--- src/rtl/fft_pkg.sv ---
// fft_pkg: shared FFT types, reader states and helpers
package fft_pkg;
  typedef enum logic {IDLE = 1'b0, READ = 1'b1} rd_state_t;
  function automatic int cplx_width(input int w);
    return 2 * w;
  endfunction
  function automatic logic [31:0] bit_reverse(input logic [31:0] a, input int n);
    logic [31:0] r;
    r = '0;
    for (int i = 0; i < n; i++) r[i] = a[n-1-i];
    return r;
  endfunction
endpackage

--- src/rtl/fft_reorder_ram.sv ---
// fft_reorder_ram: simple dual-port RAM with registered, resettable read port
module fft_reorder_ram #(
  parameter int AW = 7,
  parameter int DW = 32
) (
  input  logic          clock,
  input  logic          reset,
  input  logic          we,
  input  logic [AW-1:0] waddr,
  input  logic [DW-1:0] wdata,
  input  logic          re,
  input  logic [AW-1:0] raddr,
  output logic [DW-1:0] rdata
);
  logic [DW-1:0] mem [2**AW];
  // write port, contents never cleared
  always_ff @(posedge clock)
    if (we) mem[waddr] <= wdata;
  // registered read that holds its value between reads and clears on reset
  always_ff @(posedge clock or negedge reset)
    if (!reset) rdata <= '0;
    else if (re) rdata <= mem[raddr];
endmodule

--- src/rtl/fft_output_reorder.sv ---
// fft_output_reorder: bit-reversed to natural order frame reorder via ping-pong banks
module fft_output_reorder
  import fft_pkg::*;
#(
  parameter int WIDTH  = 16,
  parameter int N_LOG2 = 6
) (
  input  logic             clock,
  input  logic             reset,
  input  logic             in_en,
  input  logic [WIDTH-1:0] in_re,
  input  logic [WIDTH-1:0] in_im,
  output logic             out_en,
  output logic [WIDTH-1:0] out_re,
  output logic [WIDTH-1:0] out_im
);
  localparam int CW = cplx_width(WIDTH);
  logic [N_LOG2-1:0] w_cnt, r_cnt, w_rev;
  logic              w_bank, r_bank, w_last, rd, r_last;
  logic [1:0]        full;
  logic [CW-1:0]     rdata;
  rd_state_t         state, state_next;
  assign w_rev  = N_LOG2'(bit_reverse(32'(w_cnt), N_LOG2));
  assign w_last = in_en && &w_cnt;
  assign rd     = full[r_bank];
  assign r_last = rd && &r_cnt;
  // writer: advance on each accepted sample, swap bank after the last one
  always_ff @(posedge clock or negedge reset)
    if (!reset) begin
      w_cnt  <= '0;
      w_bank <= 1'b0;
    end else if (in_en) begin
      w_cnt <= w_cnt + 1'b1;
      if (&w_cnt) w_bank <= ~w_bank;
    end
  // reader: a full bank is drained one word per cycle, then the bank swaps
  always_ff @(posedge clock or negedge reset)
    if (!reset) begin
      r_cnt  <= '0;
      r_bank <= 1'b0;
    end else if (rd) begin
      r_cnt <= r_cnt + 1'b1;
      if (&r_cnt) r_bank <= ~r_bank;
    end
  // bank-full flags: writer sets and reader clears always target different banks
  always_ff @(posedge clock or negedge reset)
    if (!reset) full <= '0;
    else begin
      full[0] <= (w_last && !w_bank) || (full[0] && !(r_last && !r_bank));
      full[1] <= (w_last && w_bank) || (full[1] && !(r_last && r_bank));
    end
  // state register: READ while the output register carries a fresh word
  always_ff @(posedge clock or negedge reset)
    if (!reset) state <= IDLE;
    else state <= state_next;
  // a read issued this cycle makes the next cycle an output cycle
  always_comb state_next = rd ? READ : IDLE;
  assign out_en = state == READ;
  assign {out_re, out_im} = rdata;
  fft_reorder_ram #(.AW(N_LOG2 + 1), .DW(CW)) u_ram (
    .clock (clock),
    .reset (reset),
    .we    (in_en),
    .waddr ({w_bank, w_rev}),
    .wdata ({in_re, in_im}),
    .re    (rd),
    .raddr ({r_bank, r_cnt}),
    .rdata (rdata)
  );
endmodule

--- config.mk ---
export PLATFORM = sky130hd
export DESIGN_NAME = fft_output_reorder
export DESIGN_NICKNAME = d
export VERILOG_FILES = /design/src/rtl/fft_pkg.sv /design/src/rtl/fft_reorder_ram.sv /design/src/rtl/fft_output_reorder.sv
export SDC_FILE = /design/constraint.sdc
export NUM_CORES = 2
export LEC_CHECK = 0
export CAP_MARGIN = 20
export CORE_MARGIN = 2
export CORE_UTILIZATION = 25
export CTS_CLUSTER_SIZE = 30
export DETAILED_ROUTE_END_ITERATION = 10
export GPL_TIMING_DRIVEN = 0
export PLACE_DENSITY = 0.38
export SYNTH_ARGS = -nofsm -noshare
export SYNTH_HDL_FRONTEND = slang
export SYNTH_SLANG_ARGS = --single-unit
--- constraint.sdc ---
create_clock -name clock -period 8.7 [get_ports clock]
set_input_delay 2.175 -clock clock [delete_from_list [all_inputs] [get_ports clock]]
set_output_delay 2.175 -clock clock [all_outputs]
set_load 0.01 [all_outputs]
placement.png
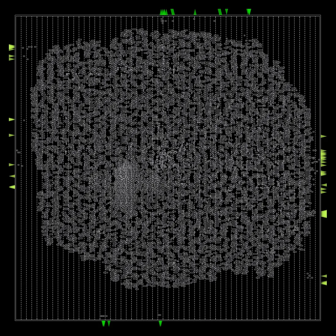
Core Area: 0.6364 sq mm
flop count: 4145
tap cells: 8407
Filler cells: 61040
flop share of the area: 0.6349

power_grid.png
The bar under the picture is 200 microns long. Pins as bars on the die edge. Tap cells in gray.
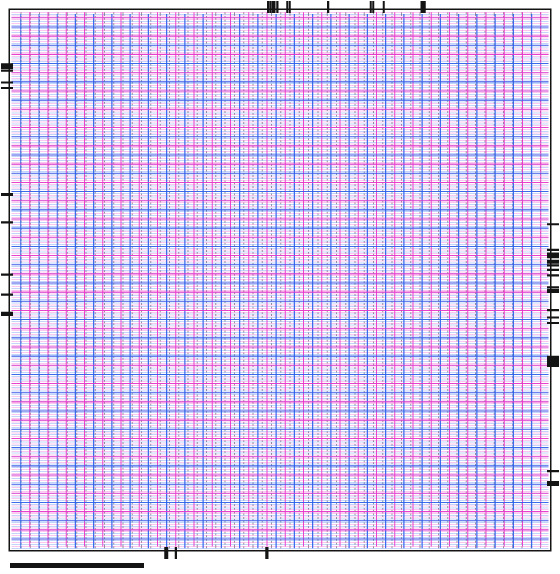
[VSS] blue
[VDD] magenta
met4 straps: 58
rows: 293
met5 straps: 58
signal pins: 68
Die H: 803.2 microns
Die Span X: 803.2 microns
maximum VDD drop: 0.1837 mV

==> changes_impl.md <==
## Implementation

* Status: finished clean
* Clock Power at 18.9 mW
* DRT iter0 DRCs at 17980
* Endpoint class of the critical path: flop
* Ys flop type: edfxtp_1
* First-pass GRT wire length at 991.2 mm
* Most frequent cells in the layout: edfxtp_1 (4096), mux4_2 (936), clkbuf_16 (461), mux2i_1 (397), buf_12 (265)
* Total grt overflow at 0
* Post-route setup TNS at 0 ns
* CP Class: reg2reg
* DRT Pass-1 Iters at 8
* EDFF count, synth at 4096
* Net count, final at 8188
* Final Max Slew Viols at 0
* Worst skew pair latency at 1.10 ns
* Largest fanout on the critical path at 10
* P_sw at 16.63 mW
* DR top layer: met5
* Internal Power at 37.25 mW
* DRT met1 WL at 317.3 mm
* Commonest Layout Cell: edfxtp_1
* Yosys Instances at 7165
* Clk_skew at 0.06664 ns
* Area figure in the yosys stat output at 0.1597 sq mm
* Switching Share at 0.3086
* Clock share of power at 0.351
* H-tree Lvls at 5
* P per Cell Area at 275.4 mW/mm^2
* Post-Syn Area per Cell at 22.28 sq um
* Post-CTS setup buffers at 0
* Top pwr grp: sequential cells
* Synth Seq Share at 0.7780
* # rows at 293
* Post-layout min period at 6.159 ns
* CP startpoint kind: flop
* I/O Buffers at 67
* RSZ-0062 raised after global routing: no
* Initial antenna violation count at 137
* GPL Wtd Cong at 0.9179
* Sequential power share at 0.422
* Warning count from the yosys run at 0
* WL/cell at 46.86 microns
* Tool warnings at 36
* Ports at 68
* Final setup fails at 0
* HP Class: reg2reg
* Worst slew pin tran at 1.421 ns
* DP HPWL at 575.1 mm
* Via density at 5.441
* Post-Syn Instances at 7165
* Required time of the critical path at 9.68 ns
* Post-CTS sizing at 0
* ANT nets after route at 0
* Overall die area at 0.6451 sq mm
* Vias in the first global route at 86910
* Clk buf depth at 4
* Worst slack, placed at 2.257 ns
* Combinational Power Share at 0.227
* Reg clk slew, reported paths at 0.07 ns
* Worst Reg2Reg Path Length in Cells at 11
* Netlist cell types at 71
* Max Fclk at 162.4 MHz
* Slack of the critical path at 2.541 ns
* Worst path arrival time at 7.14 ns
* Largest net degree at the start of global routing at 110
* Vias at 92510
* Hold path depth at 1
* Post-Route WL at 796.8 mm
* P_seq at 22.7 mW
* Met2 WL post-DR at 343.8 mm
* Rel. slew slack at 0.04425
* CTS tree: done
* FP Util at 0.2509
* DRC Markers at 0
* Root buf cell: clkbuf_16
* Synth-to-Final Area Change at 22.54%
* Registers, synthesis at 4145
* Worst hold margin at 0.5312 ns
* Final hold vios at 0
* Floorplan net count at 7202
* Sink Count at 4145
* P_leak at 59.24 nW
* Logic power comb at 12.2 mW
* Num CTS Buffers at 460
* Tot GR Track Use at 0.2395
* Hold_buf cts at 0
* Syn Std Cell Area at 0.1597 sq mm
* Share of cells above drive strength 1 at 0.2976
* Async S/R FF share, synth at 0.01182
io_fan.png
The bar under the picture is 200 microns long.
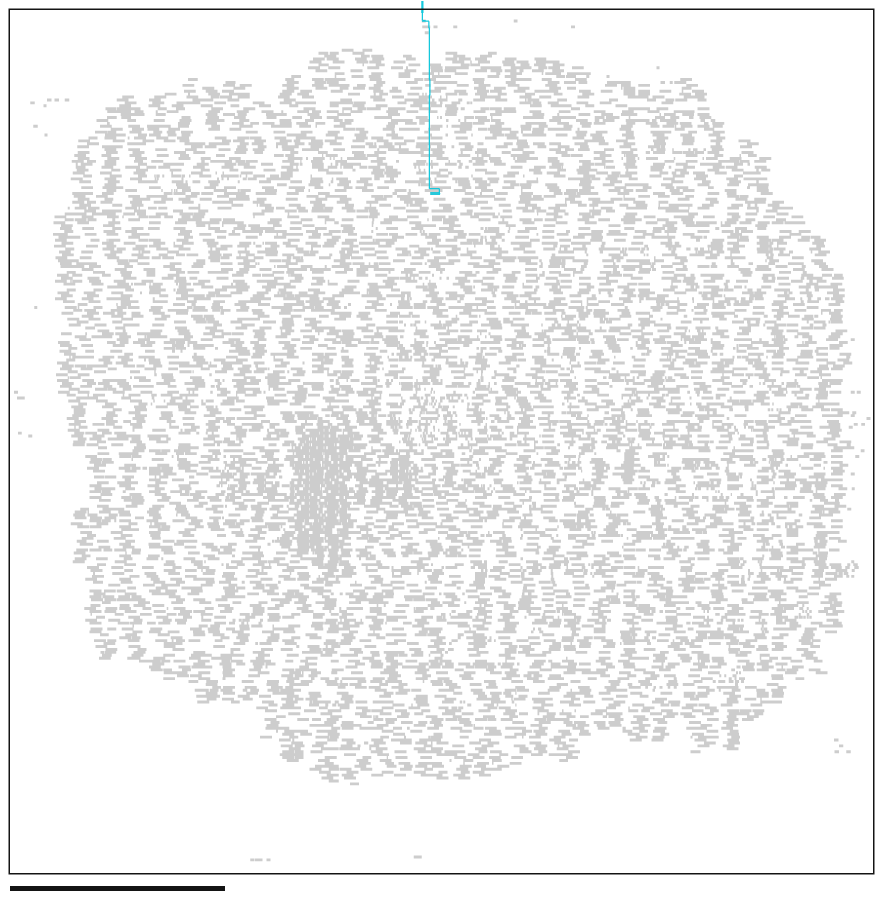
[out_en] cyan | bits: 1 | direction: output | end cells: 1 | buffers: 1 | wire: 190 microns

registers in the layout, summed over array words and instances, names as in the netlist:
signal       count
u_ram.mem     4096
w_bank           1
r_bank           1
out_en           1
r_cnt            6
full             2
u_ram.rdata     32
w_cnt            6
metal layers:
layer | vias up | track usage
li1 | 32680 | -
met1 | 51590 | 0.3220
met2 | 6684 | 0.3542
met3 | 1534 | 0.06380
met4 | 34 | 0.1277
met5 | - | 0
worst max-delay path, stage by stage, from the launching register on:
cell and delay [ns]:
dfrtp_1 0.41, clkbuf_1 0.45, inv_1 0.26, buf_2 0.90, buf_2 0.63, clkbuf_1 0.48
buf_16 0.23, clkbuf_1 0.89, a21oi_1 0.06, o21ai_0 0.38, nand4_1 0.82, o211ai_1 0.37
synthesized netlist by cell type (42+ instances only):
cell      number  share of area
nand3_1       64         0.0020
o221ai_1     173         0.0095
a21oi_1       99         0.0031
dfrtp_1       49         0.0077
buf_2         72         0.0023
o22ai_1       93         0.0036
o21ai_0       42         0.0013
buf_4         43         0.0020
nor2_1       228         0.0054
clkbuf_1     163         0.0038
nand2_1      164         0.0039
nor3_1        46         0.0014
mux2i_1      397          0.025
edfxtp_1    4096           0.77
mux4_2       936           0.13
buf_6         54         0.0038
final cells by class:
type / count / area [sq um] / share of cell area
Antenna cell: 71 / 177.7 / 0.0009081
Sequential cell: 4145 / 124200 / 0.6349
Clock inverter: 248 / 2072 / 0.01059
Tap cell: 8407 / 10520 / 0.05376
Clock buffer: 588 / 12160 / 0.06216
Multi-Input combinational cell: 2603 / 33610 / 0.1718
Timing Repair Buffer: 524 / 9918 / 0.05069
Buffer: 411 / 2949 / 0.01507
Inverter: 6 / 22.52 / 0.0001151
per-stage QoR:
step | util | total power, mW | std cells | instance area [sq um]
after floorplan | - | 28.80 | 7165 | 159700
after global routing | 0.3072 | 54.84 | 16950 | 195500
after detailed placement | 0.2844 | 35.16 | 16080 | 181000
after global placement | 0.2685 | 34.78 | 15640 | 170900
after CTS | 0.3068 | 53.88 | 16920 | 195300
final | 0.3074 | 53.88 | 17000 | 195700
worst paths after layout:
path / startpoint / to / slack (ns)
setup / recovery: r_cnt[2]$_DFFE_PN0P_ / u_ram.rdata[8]$_DFFE_PN0P_ / 2.54
hold / removal: full[0]$_DFF_PN0_ / full[0]$_DFF_PN0_ / 0.53
setup reg to reg: r_cnt[2]$_DFFE_PN0P_ / u_ram.rdata[8]$_DFFE_PN0P_ / 2.54
hold reg to reg: full[0]$_DFF_PN0_ / full[0]$_DFF_PN0_ / 0.53
max in group asynchronous: reset / u_ram.rdata[19]$_DFFE_PN0P_ / 6.85
min in group asynchronous: reset / u_ram.rdata[14]$_DFFE_PN0P_ / 1.05
kinds of logic after synthesis:
logic type | count (synthesis) | share of synthesized area
adders and majority gates | 2 | 0.0001567
and+or+nand+nor | 633 | 0.01791
muxes | 1362 | 0.1590
xor gates and xnor gates | 11 | 0.0006034
AOI/OAI and AO/OA | 595 | 0.02652
buffers and inverters | 417 | 0.01784
DFF | 4145 | 0.7780
Power and IR drop assume default switching activity.
